==> config.mk <==
export PLATFORM = sky130hd
export DESIGN_NAME = pipe_stage_reg
export DESIGN_NICKNAME = d
export VERILOG_FILES = /design/src/rtl/pipe_pkg.sv /design/src/rtl/pipe_skid_entry.sv /design/src/rtl/pipe_stage_reg.sv
export SDC_FILE = /design/constraint.sdc
export NUM_CORES = 1
export LEC_CHECK = 0
export CORE_ASPECT_RATIO = 0.75
export CORE_MARGIN = 2
export CORE_UTILIZATION = 50
export DETAILED_ROUTE_END_ITERATION = 8
export GPL_TIMING_DRIVEN = 0
export PLACE_DENSITY = 0.76
export SYNTH_ARGS = -nofsm -noshare
export SYNTH_HDL_FRONTEND = slang
export SYNTH_HIERARCHICAL = 1
export SYNTH_SLANG_ARGS = --single-unit
==> constraint.sdc <==
create_clock -name clk -period 2.42 [get_ports clk]
set_input_delay 0.484 -clock clk [delete_from_list [all_inputs] [get_ports clk]]
set_output_delay 0.484 -clock clk [all_outputs]
set_load 0.02 [all_outputs]
==> run_1/drive_strength.png <==
Bar = 50 um.
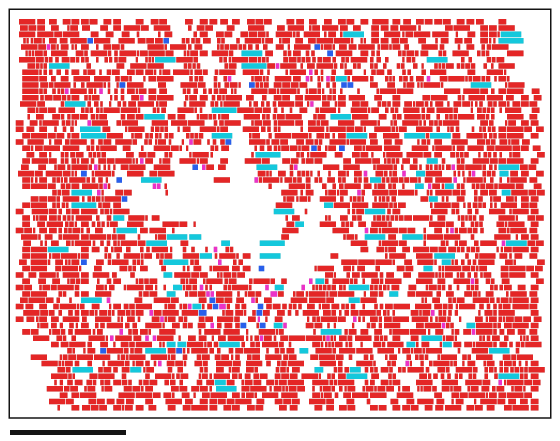
Cyan shows drive 6 and up, cells 85, share 3.1%, most used clkbuf_16. Magenta shows drive 2, cells 64, share 2.3%, most used buf_2. Blue shows drive 3 to 4, cells 26, share 0.95%, most used buf_4. Red shows drive 1 or less, cells 2,571, share 94%, most used mux2i_1.
number of buffers other than clock buffers in the final layout: 631
finished layout cell area: 25,640 um2
setup ws final: 103.6 ps
area overhead of the layout relative to synthesis: 31.47%

==> run_1/final_clocks.png <==
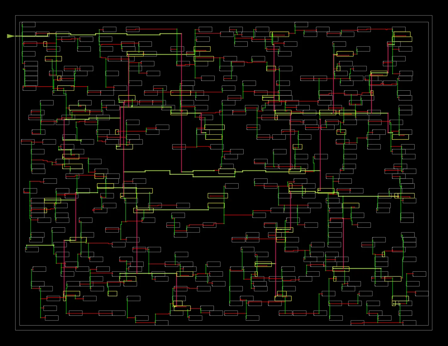
total clock buffers created by CTS: 41
seq_cells: 400
layout clock buffer count: 57
number of sinks driven by the clock tree: 400
clock insertion delay at the later pin of the skew report: 540 ps

==> run_1/cell_classes.png <==
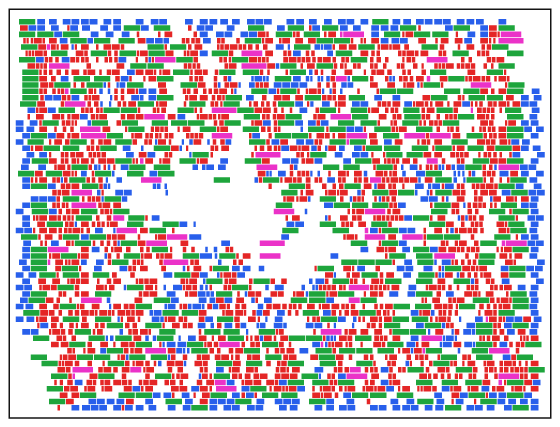
Red shows all other logic, cells 1,643, share of their area 41%. Green shows flip-flops, cells 400, share of their area 32%. Blue shows other buffers and delay cells, cells 631, share of their area 21%. Magenta shows clock drivers and dummy loads, cells 72, share of their area 5.8%.
number of cell rows: 62
share of the core filled with cells in the final layout: 0.6677
share of the final layout cell area in sequential cells: 0.3123
area inside the core boundary: 38,400 um2

==> run_1/clock_map.png <==
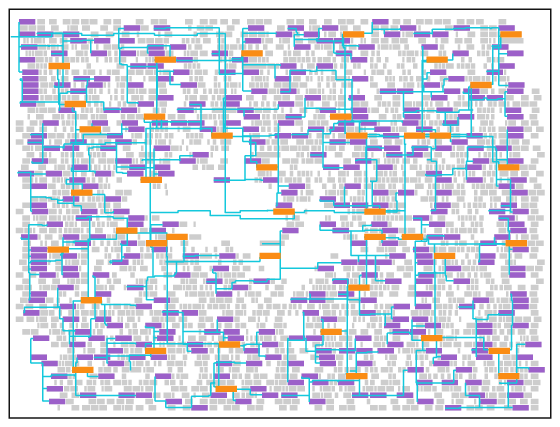
Cyan shows clock wires, length 5,070 um. Purple shows flip-flops, count 400. Orange shows cells driving clock nets, count 41.
There are 42 routed clock nets.
Clock Skews: 10.24 ps
clock distribution power: 0.00688 W
clock share of power: 0.411

==> summary.rpt, run 1 <==
==== FLOW RESULTS ====
----------------------------------------------------
[CTS]
  Max Buffers Root-to-Sink ........................ 3
  Clock-pin slew on the worst setup and hold paths ........................ 60 ps

[Placed design]
  IO Port Bufs ........................ 402
  Final HPWL DP ........................ 46,900 um
  Pre-CTS setup slack ........................ -639.8 ps
  # placed instances ........................ 3,187

[Synthesis]
  Adder-cell share of the synthesized area ........................ 0
  Registers, synthesis ........................ 400
  Multiplexer share ........................ 0.2202
  Main logic family after synthesis ........................ multiplexers
  Sequential-to-total area share from yosys stat ........................ 0.4106
  Ys async rst share ........................ 0

[Finish]
  Post-route non-filler standard cell count ........................ 3,268
  Fraction of layout cells with a size suffix above 1 ........................ 0.06373

[Floorplanning]
  Core utilization before placement ........................ 0.5079
  I/O Pins ........................ 405

[Routing]
  Met2 routed WL ........................ 29,770 um
  Remaining number of nets flagged by the antenna check after routing ........................ 0
  WL/cell ........................ 20.14 um
  Iteration tally of the first detailed-router pass ........................ 5

[Outcome]
  Status ........................ finished clean

[Global routing]
  Number of antenna violations at the first check in global routing ........................ 14
  Most used routing layer ........................ met2

[Worst setup path]
  Cell Chain, Critical Path ........................ buf_4 > and2b_4 > buf_6 > o21bai_1 > buf_4 > buf_8 > buf_6 > mux2i_1 > nor2_1
  Startpoint type of the worst setup path ........................ flop
  WS Path Type ........................ reg -> reg

[Timing]
  Hold Violations, Final ........................ 0
  Accumulated negative setup slack ........................ 0 ps
  Max-slew violation count ........................ 0

[Flow run]
  Total of max-cap violations ........................ 0

----------------------------------------------------
[run 1: final cells by class]
cell class	instances	area (um2)	share of cell area
clock inverters	15	275.3	0.01074
multi-input cells	1640	10260	0.4001
inverters	3	11.26	0.0004392
diodes	10	25.02	0.0009759
well taps	512	640.6	0.02498
plain buffers	229	1237	0.04826
repair buffers	402	4019	0.1567
flip-flops and latches	400	8008	0.3123
clock buffers	57	1166	0.04548
[run 1: what timing repair did]
| action | CTS | global route |
|---|---|---|
| buffers inserted | 0 | 0 |
| pin swaps | 0 | 0 |
| gates resized | 4 | 4 |
| setup endpoints to repair | 225 | 142 |
[run 1: power breakdown]
part           leakage (nW)  total (W)  switching, W  internal [W]
clock network         0.713    0.00688       0.00267       0.00421
registers              3.28    0.00709      0.000187       0.00691
logic                  6.85    0.00276       0.00146       0.00130
==> run_1/port_nets.png <==
Bar = 50 um.
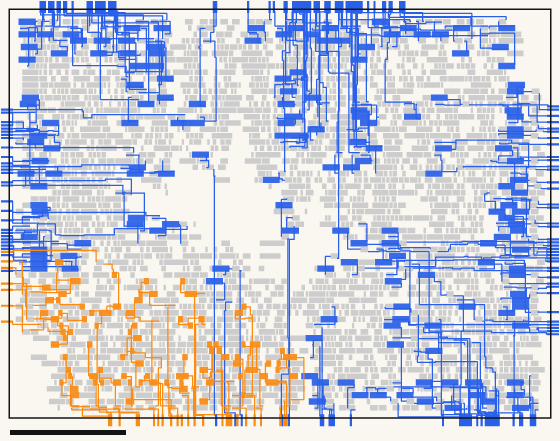

--- run 2 (diff from run 1) ---
CORE_UTILIZATION = 52   (was 50)
PLACE_DENSITY = 0.79   (was 0.76)
==> run_2/port_nets.png <==
Bar = 50 um.
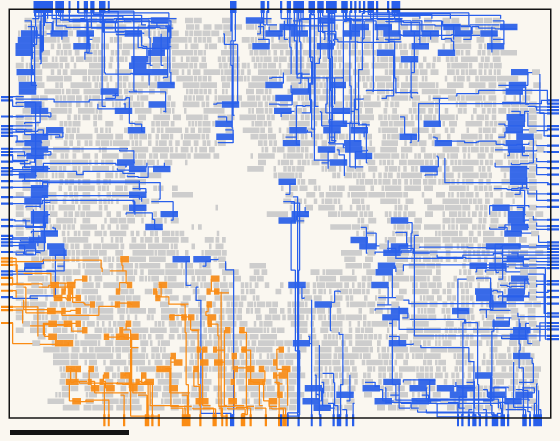
Orange shows `in_pc`, bits 32, direction input, edge 23 south, 9 west, end cells 96, wire 1,450 um. Blue shows `out_payload`, bits 165, direction output, edge 64 north, 41 east, 32 south, 28 west, end cells 165, wire 7,870 um.
IO Port Bufs: 402
I/O Pins: 405

==> run_2/final_clocks.png <==
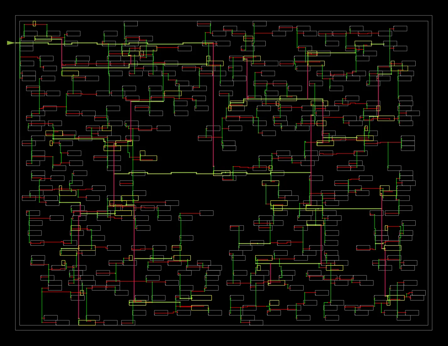
total clock buffers created by CTS: 40
clock distribution power: 0.00611 W

==> run_2/drive_strength.png <==
Bar = 50 um.
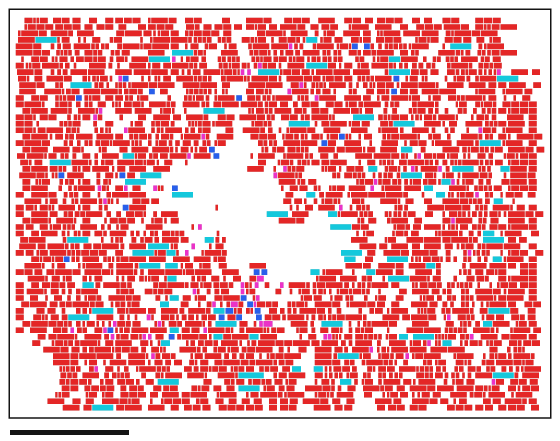
Red shows drive 1 or less, cells 2,570, share 94%, most used mux2i_1. Cyan shows drive 6 and up, cells 78, share 2.8%, most used clkbuf_16. Blue shows drive 3 to 4, cells 28, share 1.0%, most used buf_4. Magenta shows drive 2, cells 66, share 2.4%, most used buf_2.
area overhead of the layout relative to synthesis: 30.45%
setup ws final: 104.1 ps

==> run 2 against run 1 <==
Net effect: cell count down 0.43%; global-route usage up 0.59 points; core utilization up 2.0 points; largest power group unchanged; combinational power about the same; wire length down 2.1%; cell area down 0.78%; via count down 0.44%; critical path depth unchanged; power down 4.7%.
==> summary.rpt, run 2 <==
==== FLOW RESULTS ====
----------------------------------------------------
[Finish]
  Invs w/o clock ........................ 3
  Portion of the layout cell area used by non-clock buffers ........................ 0.2064
  Clock tree cell share of total cell area ........................ 0.04967
  Count of multi-input gates ........................ 1,640
  Finished layout cell area ........................ 25,440 um2
  Post-route non-filler standard cell count ........................ 3,254
  Share of the core filled with cells in the final layout ........................ 0.6873
  Area taken by flip-flops and latches ........................ 8008 um2

[CTS]
  Number of sinks driven by the clock tree ........................ 400
  Clock insertion delay at the later pin of the skew report ........................ 540 ps
  Max Buffers Root-to-Sink ........................ 3

[Worst setup path]
  Startpoint type of the worst setup path ........................ flop
  Cell Chain, Critical Path ........................ buf_4 > and2b_4 > buf_6 > a31o_2 > buf_4 > buf_8 > buf_6 > mux2i_1 > nor2_1

[Timing]
  Hold Violations, Final ........................ 0
  Clock Skews ........................ 8.932 ps

[Floorplanning]
  Area inside the core boundary ........................ 37,020 um2
  Core utilization before placement ........................ 0.5269

[Synthesis]
  Main logic family after synthesis ........................ multiplexers
  Ys async rst share ........................ 0
  Adder-cell share of the synthesized area ........................ 0
  Sequential-to-total area share from yosys stat ........................ 0.4106

[Global routing]
  Number of antenna violations at the first check in global routing ........................ 18

[Outcome]
  Status ........................ finished clean

[Routing]
  WL/cell ........................ 19.79 um

[Placed design]
  Final HPWL DP ........................ 46,330 um

[Pwr]
  Psw ........................ 0.004268 W
  Part of the total power dissipated in sequential elements ........................ 0.445

----------------------------------------------------
run 2: cell counts after synthesis:
Identical to the previous run, type by type.
run 2: timing repair:
| item | 4_1_cts | 5_1_grt |
|---|---|---|
| pin swaps | 0 | 0 |
| resized | 4 | 2 |
| buffers inserted | 0 | 0 |
| endpoints found under the setup margin | 211 | 122 |
run 2: layer usage:
metal  track usage  vias to the layer above  part of all wire
li1              -                     8704                 -
met1        0.4258                     8812              0.43
met2        0.4968                      805              0.44
met3       0.09088                      154             0.092
met4        0.1083                       22             0.033
met5             0                        -            0.0023
run 2: power groups by stage:
stage	clock network (W)	registers, W	logic [W]
after floorplan	0	0.00741	0.00137
after CTS	0.00617	0.00709	0.00271
after global placement	0	0.00721	0.00264
after detailed placement	0	0.00723	0.00269
final	0.00611	0.00709	0.00274
after global routing	0.00646	0.00712	0.00293
No activity file was given, so power comes from the tool's default toggle rates.
